==> images/ff_map.png <==
Other sequential cells in the stronger grey, the rest of the logic in the fainter grey.
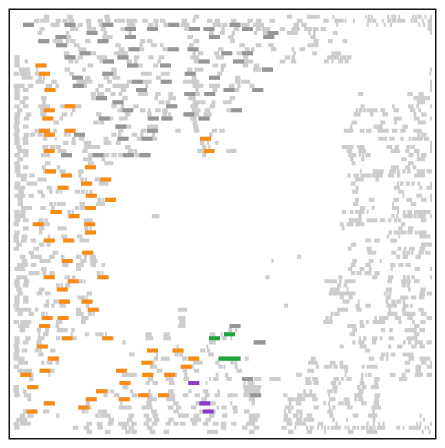
==> images/clock_wires.png <==
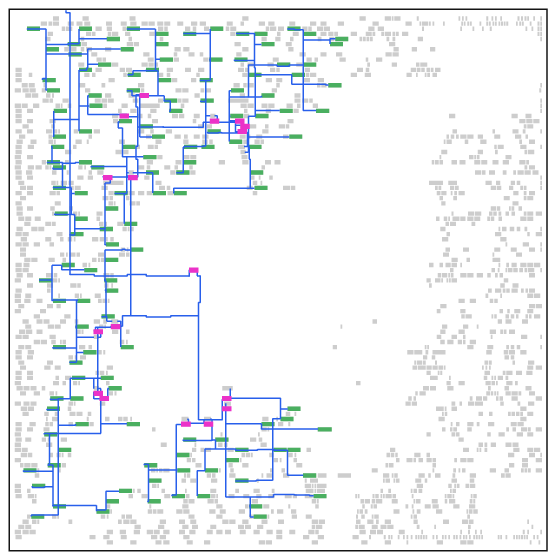
===== src/rtl/trap_unit.sv =====
// Commit-side trap sequencer: arbitrates exceptions, mret and machine interrupts,
// drains the data bus, pulses a CSR enter/leave update, then redirects fetch.
module trap_unit (
    input  logic        clk,
    input  logic        reset,
    input  logic        commit_valid,
    input  logic [63:0] commit_pc,
    input  logic [63:0] commit_next_pc,
    input  logic        commit_exc,
    input  logic [3:0]  commit_exc_code,
    input  logic [63:0] commit_tval,
    input  logic        commit_mret,
    input  logic        mtip,
    input  logic        msip,
    input  logic        meip,
    input  logic        csr_mstatus_mie,
    input  logic [63:0] csr_mie,
    input  logic [1:0]  csr_mode,
    input  logic [63:0] csr_mtvec,
    input  logic [63:0] csr_mepc,
    input  logic        mem_busy,
    output logic        enter,
    output logic        leave,
    output logic        interrupt,
    output logic [63:0] pc,
    output logic [62:0] code,
    output logic [63:0] value,
    output logic [63:0] mip,
    output logic        busy,
    output logic        flush,
    output logic        redirect_valid,
    output logic [63:0] redirect_pc
);

    typedef enum logic [1:0] {IDLE, DRAIN, UPDATE, REDIRECT} state_t;

    state_t      state, state_nxt;
    logic [3:0]  cause_q;
    logic        intr_q, ret_q;
    logic [63:0] epc_q, tval_q;

    logic [63:0] irq_act;
    logic        irq_en;
    logic [3:0]  irq_cause;
    logic        take;
    logic [63:0] mtvec_base;

    assign irq_act = mip & csr_mie;
    assign irq_en  = (|irq_act) && (csr_mstatus_mie || (csr_mode != 2'b11));
    assign take    = (state == IDLE) && commit_valid && (commit_exc || irq_en || commit_mret);
    assign mtvec_base = {csr_mtvec[63:2], 2'b00};

    always_comb begin
        irq_cause = 4'd7;
        if (irq_act[11])
            irq_cause = 4'd11;
        else if (irq_act[3])
            irq_cause = 4'd3;
    end

    always_ff @(posedge clk) begin
        if (reset) begin
            state   <= IDLE;
            mip     <= '0;
            cause_q <= '0;
            intr_q  <= 1'b0;
            ret_q   <= 1'b0;
            epc_q   <= '0;
            tval_q  <= '0;
        end else begin
            state <= state_nxt;
            mip   <= '0;
            mip[11] <= meip;
            mip[7]  <= mtip;
            mip[3]  <= msip;
            // Exception beats interrupt beats mret.
            if (take) begin
                if (commit_exc) begin
                    cause_q <= commit_exc_code;
                    intr_q  <= 1'b0;
                    ret_q   <= 1'b0;
                    epc_q   <= commit_pc;
                    tval_q  <= commit_tval;
                end else if (irq_en) begin
                    cause_q <= irq_cause;
                    intr_q  <= 1'b1;
                    ret_q   <= 1'b0;
                    epc_q   <= commit_next_pc;
                    tval_q  <= '0;
                end else begin
                    ret_q   <= 1'b1;
                end
            end
        end
    end

    always_comb begin
        state_nxt      = state;
        enter          = 1'b0;
        leave          = 1'b0;
        interrupt      = 1'b0;
        pc             = '0;
        code           = '0;
        value          = '0;
        redirect_valid = 1'b0;
        redirect_pc    = '0;
        case (state)
            IDLE:     if (take) state_nxt = DRAIN;
            DRAIN:    if (!mem_busy) state_nxt = UPDATE;
            UPDATE: begin
                state_nxt = REDIRECT;
                if (ret_q) begin
                    leave = 1'b1;
                end else begin
                    enter     = 1'b1;
                    interrupt = intr_q;
                    pc        = epc_q;
                    code      = {59'd0, cause_q};
                    value     = tval_q;
                end
            end
            REDIRECT: begin
                state_nxt      = IDLE;
                redirect_valid = 1'b1;
                if (ret_q)
                    redirect_pc = csr_mepc;
                else if (intr_q && (csr_mtvec[1:0] == 2'b01))
                    redirect_pc = mtvec_base + {58'd0, cause_q, 2'b00};
                else
                    redirect_pc = mtvec_base;
            end
            default:  state_nxt = IDLE;
        endcase
    end

    assign busy  = (state != IDLE);
    assign flush = busy;

endmodule


===== config.mk =====
export PLATFORM = sky130hd
export DESIGN_NAME = trap_unit
export DESIGN_NICKNAME = d
export VERILOG_FILES = /design/src/rtl/trap_unit.sv
export SDC_FILE = /design/constraint.sdc
export NUM_CORES = 1
export LEC_CHECK = 0
export CAP_MARGIN = 20
export CORE_AREA = 2 2 282 284
export CTS_BUF_LIST = sky130_fd_sc_hd__clkbuf_4 sky130_fd_sc_hd__clkbuf_8
export DETAILED_ROUTE_END_ITERATION = 10
export DIE_AREA = 0 0 284 286
export PLACE_DENSITY_LB_ADDON = 0.12
export REMOVE_ABC_BUFFERS = 1
export SLEW_MARGIN = 10
export SYNTH_ARGS = -nofsm -noshare
export SYNTH_HDL_FRONTEND = slang
export SYNTH_SLANG_ARGS = --single-unit

===== constraint.sdc =====
create_clock -name clk -period 7.58 [get_ports clk]
set_input_delay 1.516 -clock clk [delete_from_list [all_inputs] [get_ports clk]]
set_output_delay 1.516 -clock clk [all_outputs]
set_load 0.005 [all_outputs]

==> metrics.csv <==
stage,metric,value,unit
route,Antenna Nets Post-Route,0,
worst_setup_path,Crit Path Category,primary input to primary output,
cts,clock tree buffer depth,2,
sta,Final Hold Vio Count,0,
yosys,Post-synth EDFFs,0,
cts,CTS H-tree lvls,4,
sta,FMAX,0.148,GHz
yosys,mux contribution to synthesized area,0.0680,
cts,worst-skew pair later-pin latency,490,ps
power,Flop pwr share,0.336,
worst_setup_path,Critical Path Max Stage Delay,560,ps
yosys,number of cells in Yosys stat,1180,
grt,GRT overflow,0,
yosys,ao+oa area frac,0.212,
cts,"Reg clk slew, reported paths",90,ps
run_status,status,finished clean,
power,P_comb,1.11,mW
yosys,share of flip-flops with an asynchronous set or reset,0,
sta,relative slew slack,0.279,
route,initial DRC count,356,
yosys,Ys Warns,0,
cts,post-cts sizing count,0,
sta,Tmin final,6750,ps
cts,cts-stage hold buffer count,0,
yosys,syn avg cell area,8.11,sq um
yosys,synth cell count leaders,"dfxtp_1, and2_1, buf_4",
sta,RSZ-0062 raised after global routing,false,
cts,CTS buffer count,17,
place,Placed Instance Area,15600,sq um
route,vias after detailed routing,10152,
cells_and_area,ratio of cells with drive above 1 in the final layout,0.0411,
cts,root buffer cell,clkbuf_8,
place,dpl cells,2696,
worst_setup_path,"Max FO, Critical Path",8,
floorplan,Die Ht,286,um
floorplan,die width,284,um
grt,initial antenna violation count,4,
flow_run,Tool Warnings,93,
sta,part of the cycle the worst path needs,0.890,
cts,TritonCTS clock tree,done,
power,leakage power,5.86,nW
yosys,Synth Seq Share,0.291,
yosys,#FFs+latches synth,139,
route,DR vias/cell,3.72,
cells_and_area,NumNets Final,2075,
cells_and_area,Non-Filler Instances,2731,
grt,vias in the first global route,10110,
floorplan,fp util,0.122,
yosys,fraction of the mapped netlist area in simple logic gates,0.252,
worst_setup_path,CP bufs+invs,3,
power,Peak VDD IR,0.126,mV
worst_setup_path,Crit path max-delay family,simple AND/OR/NAND/NOR gates,
yosys,post-synth top area cell,dfxtp_1,
sta,actual slew at the worst max-slew pin,1070,ps
floorplan,Die ar.,81200,sq um
yosys,ranking of synthesized cells by area,"dfxtp_1, buf_4, and2_1",
sta,final setup violation count,0,
yosys,"Adder Share, Synth",0.0139,
worst_setup_path,WP data arrival,5230,ps
floorplan,row count,103,
sta,Min Hold Slack,477,ps
place,Setup WS pre-CTS,788,ps
hold_path,Worst Hold Class,register to register,
cells_and_area,post-route cell area,16100,sq um
grt,global-route wire length before repair,68300,um
power,Switching Power,1.05,mW
power,Top power group,combinational logic,
yosys,Mapped Cells,1180,
route,DR pass1 iterations,4,
route,Avg WL per Cell,17.5,um
cts,post-CTS setup buffers,0,
yosys,Post-Syn Area,9570,sq um
worst_setup_path,nature of the critical path startpoint,primary input,
worst_setup_path,slowest CP cell,clkdlybuf4s50_1,
floorplan,IO Count,725,
grt,All-Layer GR Usage,0.112,
power,Pwr Total,2.77,mW
yosys,yosys xor share,0.0201,
route,DRC Markers,0,
cells_and_area,Area growth syn-to-layout,68.2,%
power,Internal,1.72,mW
power,switching part of the total,0.378,
yosys,comb area leader,simple AND/OR/NAND/NOR gates,
Notes on ff_map.png above:
Key: orange = epc_q [sequential cells 64]; purple = mip [sequential cells 3]; green = cause_q [sequential cells 4, where bottom centre]
sequential power: 0.929 mW
Seq/total area: 0.173
post-layout util: 0.205
Sequential Area: 2780 sq um

Notes on clock_wires.png above:
Key: green = flip-flops [count 139]; magenta = clock-net drivers [count 17]; blue = clock wires [length 2890 um]
There are 18 routed clock nets.
skew final: 29.3 ps
clk pwr: 0.731 mW
clock power share: 0.264

==> path summary, 6_finish.rpt <==
| kind | startpoint | end | slack [ps] | cells after the start |
|---|---|---|---|---|
| worst min register to register | tval_q[7]$_SDFFE_PP0P_ | tval_q[7]$_SDFFE_PP0P_ | 480 | 1 |
| worst min-delay path | tval_q[7]$_SDFFE_PP0P_ | tval_q[7]$_SDFFE_PP0P_ | 480 | 1 |
| worst max-delay path | csr_mtvec[2] | redirect_pc[62] | 830 | 10 |
| worst max register to register | mip[11]$_SDFF_PP0_ | epc_q[28]$_SDFFE_PP0P_ | 4790 | 7 |
==> layout make-up <==
| cell class | instances | area (sq um) |
|---|---|---|
| tap | 1050 | 1310 |
| inverter | 17 | 63.8 |
| clock inverter | 15 | 215 |
| multi-input combinational | 928 | 5890 |
| sequential | 139 | 2780 |
| timing repair buffer | 562 | 5590 |
| clock buffer | 17 | 234 |
| fill | 8803 | 62300 |
| antenna | 3 | 7.51 |
==> flip-flops by register name, summed over array words and instances (netlist names) <==
name	flops
epc_q	64
cause_q	4
ret_q	1
state	2
mip	3
intr_q	1
tval_q	64
==> metal layers <==
layer | part of all wire | global-route usage
met5 | 0.00025 | 0
met4 | 0.014 | 0.0280
met3 | 0.075 | 0.0352
met2 | 0.51 | 0.204
met1 | 0.40 | 0.126
==> cell usage in the layout (no fill, tap or decap), types with 17 or more instances in the layout <==
cell	netlist	layout
nand2_1	42	42
a211oi_1	81	81
nand4_1	21	21
nor3_1	18	17
nand3_1	19	19
dfxtp_1	139	138
buf_4	121	20
mux2i_1	65	65
nor4_1	17	17
clkbuf_8	0	17
o21ai_0	55	55
clkdlybuf4s50_1	0	541
nor2_1	95	94
a21oi_1	22	22
conb_1	1	120
a22o_1	64	64
and2_1	135	135
Power and IR drop assume default switching activity.
